--- config.mk ---
export PLATFORM = sky130hd
export DESIGN_NAME = ram_loader
export DESIGN_NICKNAME = d
export VERILOG_FILES = /design/src/rtl/ram_loader.sv
export SDC_FILE = /design/constraint.sdc
export NUM_CORES = 1
export LEC_CHECK = 0
export ABC_AREA = 1
export CORE_MARGIN = 2
export CORE_UTILIZATION = 52
export CTS_BUF_LIST = sky130_fd_sc_hd__clkbuf_4
export DETAILED_ROUTE_END_ITERATION = 8
export PLACE_DENSITY_LB_ADDON = 0.25
export SKIP_LAST_GASP = 1
export SYNTH_ARGS = -nofsm -noshare
export SYNTH_HDL_FRONTEND = slang
export SYNTH_SLANG_ARGS = --single-unit
--- constraint.sdc ---
create_clock -name clk -period 2.05 [get_ports clk]
set_input_delay 0.3075 -clock clk [delete_from_list [all_inputs] [get_ports clk]]
set_output_delay 0.3075 -clock clk [all_outputs]
set_load 0.1 [all_outputs]
--- src/rtl/ram_loader.sv ---
// ram_loader: receives a 17-byte frame (16 program bytes and a checksum),
// writes the program bytes to RAM addresses 0..15 and holds the CPU in halt
// while loading. A good checksum ends in DONE with a one-cycle CPU restart
// pulse. A bad checksum or a stalled stream ends in ERR.
module ram_loader #(
  parameter int unsigned TIMEOUT = 4095
) (
  input  logic       clk,
  input  logic       rst,
  input  logic       start,
  input  logic       in_valid,
  input  logic [7:0] in_data,
  output logic       in_ready,
  output logic       prog_mode,
  output logic [3:0] prog_addr,
  output logic [7:0] program_data,
  output logic       cpu_halt,
  output logic       cpu_reset,
  output logic       done,
  output logic       error
);

  localparam int unsigned DATA_BYTES = 16;
  localparam int unsigned CNT_W      = 5;
  localparam int unsigned ADDR_W     = 4;
  localparam int unsigned BYTE_W     = 8;
  localparam int unsigned TMO_W      = (TIMEOUT > 0) ? $clog2(TIMEOUT + 1) : 1;

  typedef enum logic [1:0] {
    S_IDLE = 2'd0,
    S_LOAD = 2'd1,
    S_DONE = 2'd2,
    S_ERR  = 2'd3
  } state_e;

  state_e              state_q;
  logic [CNT_W-1:0]    byte_count_q;
  logic [BYTE_W-1:0]   sum_q;
  logic [TMO_W-1:0]    tmo_q;
  logic                in_ready_q;
  logic                prog_mode_q;
  logic [ADDR_W-1:0]   prog_addr_q;
  logic [BYTE_W-1:0]   program_data_q;
  logic                cpu_halt_q;
  logic                cpu_reset_q;
  logic                done_q;
  logic                error_q;

  logic                accept_c;
  logic                is_cksum_c;
  logic                cksum_ok_c;
  logic                tmo_hit_c;
  logic [BYTE_W-1:0]   sum_d;
  logic [CNT_W-1:0]    byte_count_d;

  // Handshake, frame position and checksum decode for the current cycle.
  assign accept_c     = (state_q == S_LOAD) && in_valid && in_ready_q;
  assign is_cksum_c   = (byte_count_q == CNT_W'(DATA_BYTES));
  assign cksum_ok_c   = (in_data == sum_q);
  assign tmo_hit_c    = (TIMEOUT != 0) && (tmo_q == TMO_W'(TIMEOUT));
  assign sum_d        = sum_q + in_data;
  assign byte_count_d = byte_count_q + CNT_W'(1);

  // Loader FSM with registered outputs; an accepted byte takes priority over a timeout.
  always_ff @(posedge clk or posedge rst) begin
    if (rst) begin
      state_q        <= S_IDLE;
      byte_count_q   <= '0;
      sum_q          <= '0;
      tmo_q          <= '0;
      in_ready_q     <= 1'b0;
      prog_mode_q    <= 1'b0;
      prog_addr_q    <= '0;
      program_data_q <= '0;
      cpu_halt_q     <= 1'b0;
      cpu_reset_q    <= 1'b0;
      done_q         <= 1'b0;
      error_q        <= 1'b0;
    end else begin
      prog_mode_q <= 1'b0;
      cpu_reset_q <= 1'b0;
      case (state_q)
        S_IDLE, S_DONE, S_ERR: begin
          if (start) begin
            state_q      <= S_LOAD;
            byte_count_q <= '0;
            sum_q        <= '0;
            tmo_q        <= '0;
            done_q       <= 1'b0;
            error_q      <= 1'b0;
            in_ready_q   <= 1'b1;
            cpu_halt_q   <= 1'b1;
          end
        end
        S_LOAD: begin
          if (accept_c) begin
            tmo_q <= '0;
            if (is_cksum_c) begin
              state_q     <= cksum_ok_c ? S_DONE : S_ERR;
              done_q      <= cksum_ok_c;
              error_q     <= !cksum_ok_c;
              cpu_reset_q <= cksum_ok_c;
              in_ready_q  <= 1'b0;
              cpu_halt_q  <= 1'b0;
            end else begin
              prog_mode_q    <= 1'b1;
              prog_addr_q    <= byte_count_q[ADDR_W-1:0];
              program_data_q <= in_data;
              sum_q          <= sum_d;
              byte_count_q   <= byte_count_d;
            end
          end else if (tmo_hit_c) begin
            state_q    <= S_ERR;
            error_q    <= 1'b1;
            in_ready_q <= 1'b0;
            cpu_halt_q <= 1'b0;
          end else if (TIMEOUT != 0) begin
            tmo_q <= tmo_q + TMO_W'(1);
          end
        end
        default: begin
          state_q <= S_IDLE;
        end
      endcase
    end
  end

  assign in_ready     = in_ready_q;
  assign prog_mode    = prog_mode_q;
  assign prog_addr    = prog_addr_q;
  assign program_data = program_data_q;
  assign cpu_halt     = cpu_halt_q;
  assign cpu_reset    = cpu_reset_q;
  assign done         = done_q;
  assign error        = error_q;

endmodule

**Pin placement**

Drawn at 4 px/um. Pins as bars across the die edge, other pins in grey.
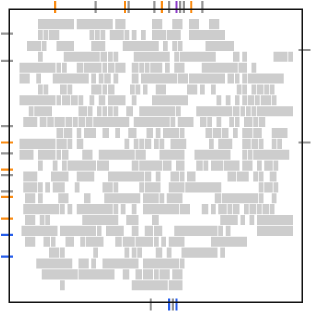
blue -> `prog_addr`  # pins 4, direction output, edge 2 west, 2 south
orange -> `program_data`  # pins 8, direction output, edge 4 west, 4 north
purple -> `cpu_halt`  # pins 1, direction output, edge north
all pins by edge = 12 west, 12 north, 4 south, 2 east

**Routed clock nets over the placement**

Drawn at 6 px/um.
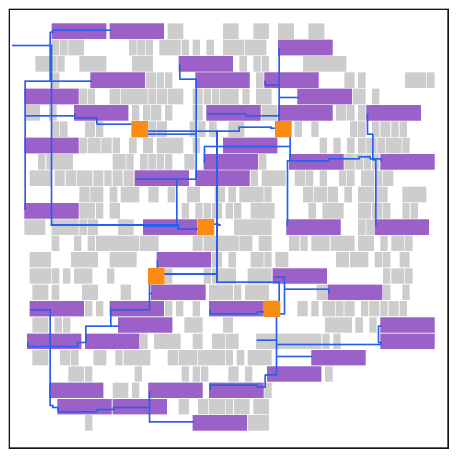
orange -> cells driving clock nets  # count 5
purple -> flip-flops  # count 44
blue -> clock wires  # length 544 um
routed clock nets = 6
flops lie = widely spread
part of the power in the clock network: 12.4%
Insertion Delay late pin: 350 ps
clock skew after layout: 15.0 ps

==> results.txt <==
Update from the flow run.

The flow ran to the end, and the final reports show no timing, DRC or antenna violations. Headroom to the max-slew limit came out at about 57%. The pin slew with the least headroom to its limit is roughly 640 ps. The clock network power is around 0.00051 W. Across the VDD grid, the largest voltage drop is roughly 960 uV.

The setup slack after layout is approximately 340 ps. Before placement the cells fill ~53% of the core. The highest achievable clock rate is roughly 600 MHz. For this run, the number of Yosys warnings is 0.

The critical path's largest stage delay is just over 400 ps. The chip area is 5310 sq um. Endpoints failing hold in the final report were tallied at 0.

The post-CTS hold buffer count recorded in the log is 0. The startpoint type of the worst setup path is a flop. The number of setup buffers added after CTS is 0. Setup repair after global routing left no endpoint under its margin. The height of the die is 72.9 um. The post-synthesis cell count is approximately 300. The number of antenna violations at the first check in global routing was 0. The clock edge transition at the registers on the reported setup and hold paths is 120 ps. After its last routability iteration, the placer logged a weighted congestion of 0.895.
**Gate-type map**

Drawn at 4 px/um.
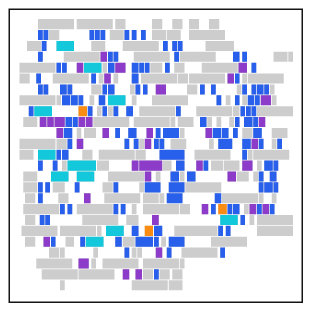
purple -> inverting AOI/OAI gates  # cells 37
cyan -> adder and majority cells  # cells 11
orange -> AND and OR gates  # cells 3
blue -> NAND gates  # cells 137
multi-input combinational area share: 42.6%
post-route insts no fill: 387
most frequently placed logic cell in the final layout: nand2_1

**Wiring by layer**

Drawn at 4 px/um. Only two layers are drawn.
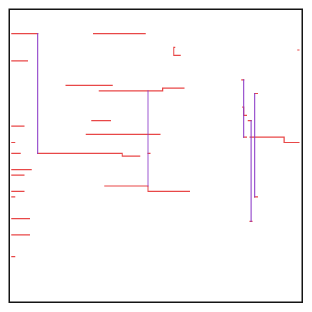
red -> met3  # wire length 179 um
purple -> met4  # wire length 119 um

sequential cells by signal, indices dropped and copies added, names as in the netlist:
register / cells
tmo_q: 12
program_data: 8
sum_q: 8
byte_count_q: 5
prog_addr: 4
state_q: 2
cpu_halt: 1
cpu_reset: 1
done: 1
error: 1
prog_mode: 1
cells by family after synthesis:
family	count (synthesis)	share of synthesized area, %
and+or+nand+nor	163	31.9
xor gates and xnor gates	6	2.13
DFF	44	44.6
AOI/OAI and AO/OA	39	9.38
adders and majority gates	11	5.88
buffers and inverters	36	6.13
layer usage:
layer  up-vias  track usage [%]
met5         -                0
met4         0             7.41
met3        11             4.14
met2        37             36.4
met1       961             26.9
li1       1042                -
layout make-up:
| type | instances | share of cell area (%) |
|---|---|---|
| multi-input cells | 219 | 42.6 |
| flip-flops and latches | 44 | 38.6 |
| inverters | 33 | 4.47 |
| clock buffers | 5 | 1.32 |
| repair buffers | 31 | 9.56 |
| well taps | 54 | 2.37 |
| clock inverters | 1 | 1.05 |
worst min-delay path by stage:
stage / start / endpoint / slack (ps)
CTS: rst / tmo_q[11] / 270
global route: rst / tmo_q[11] / 280
global placement: program_data[4] / program_data[4] / 470
detailed placement: program_data[6] / program_data[6] / 470
floorplan: in_data[0] / program_data[0] / 420
finish: rst / tmo_q[11] / 250
through the flow:
stage	area (sq um)	power (W)	utilization, %	hold slack (ps)
floorplan	2470	0.00313	-	417
global placement	2790	0.00358	59.8	466
detailed placement	2790	0.00362	59.8	470
CTS	2850	0.00414	61.2	269
global route	2850	0.00438	61.2	285
finish	2850	0.00410	61.2	254
worst max-delay path, delay by kind of cell, from the launching register on:
family / cells / cell delay, ps
flops: 1 / 410
compound gates: 1 / 250
fa+ha+maj: 1 / 170
buf+inv: 2 / 250
simple gates: 2 / 510
Power figures rest on the tool's default switching activity, not on a simulated workload.
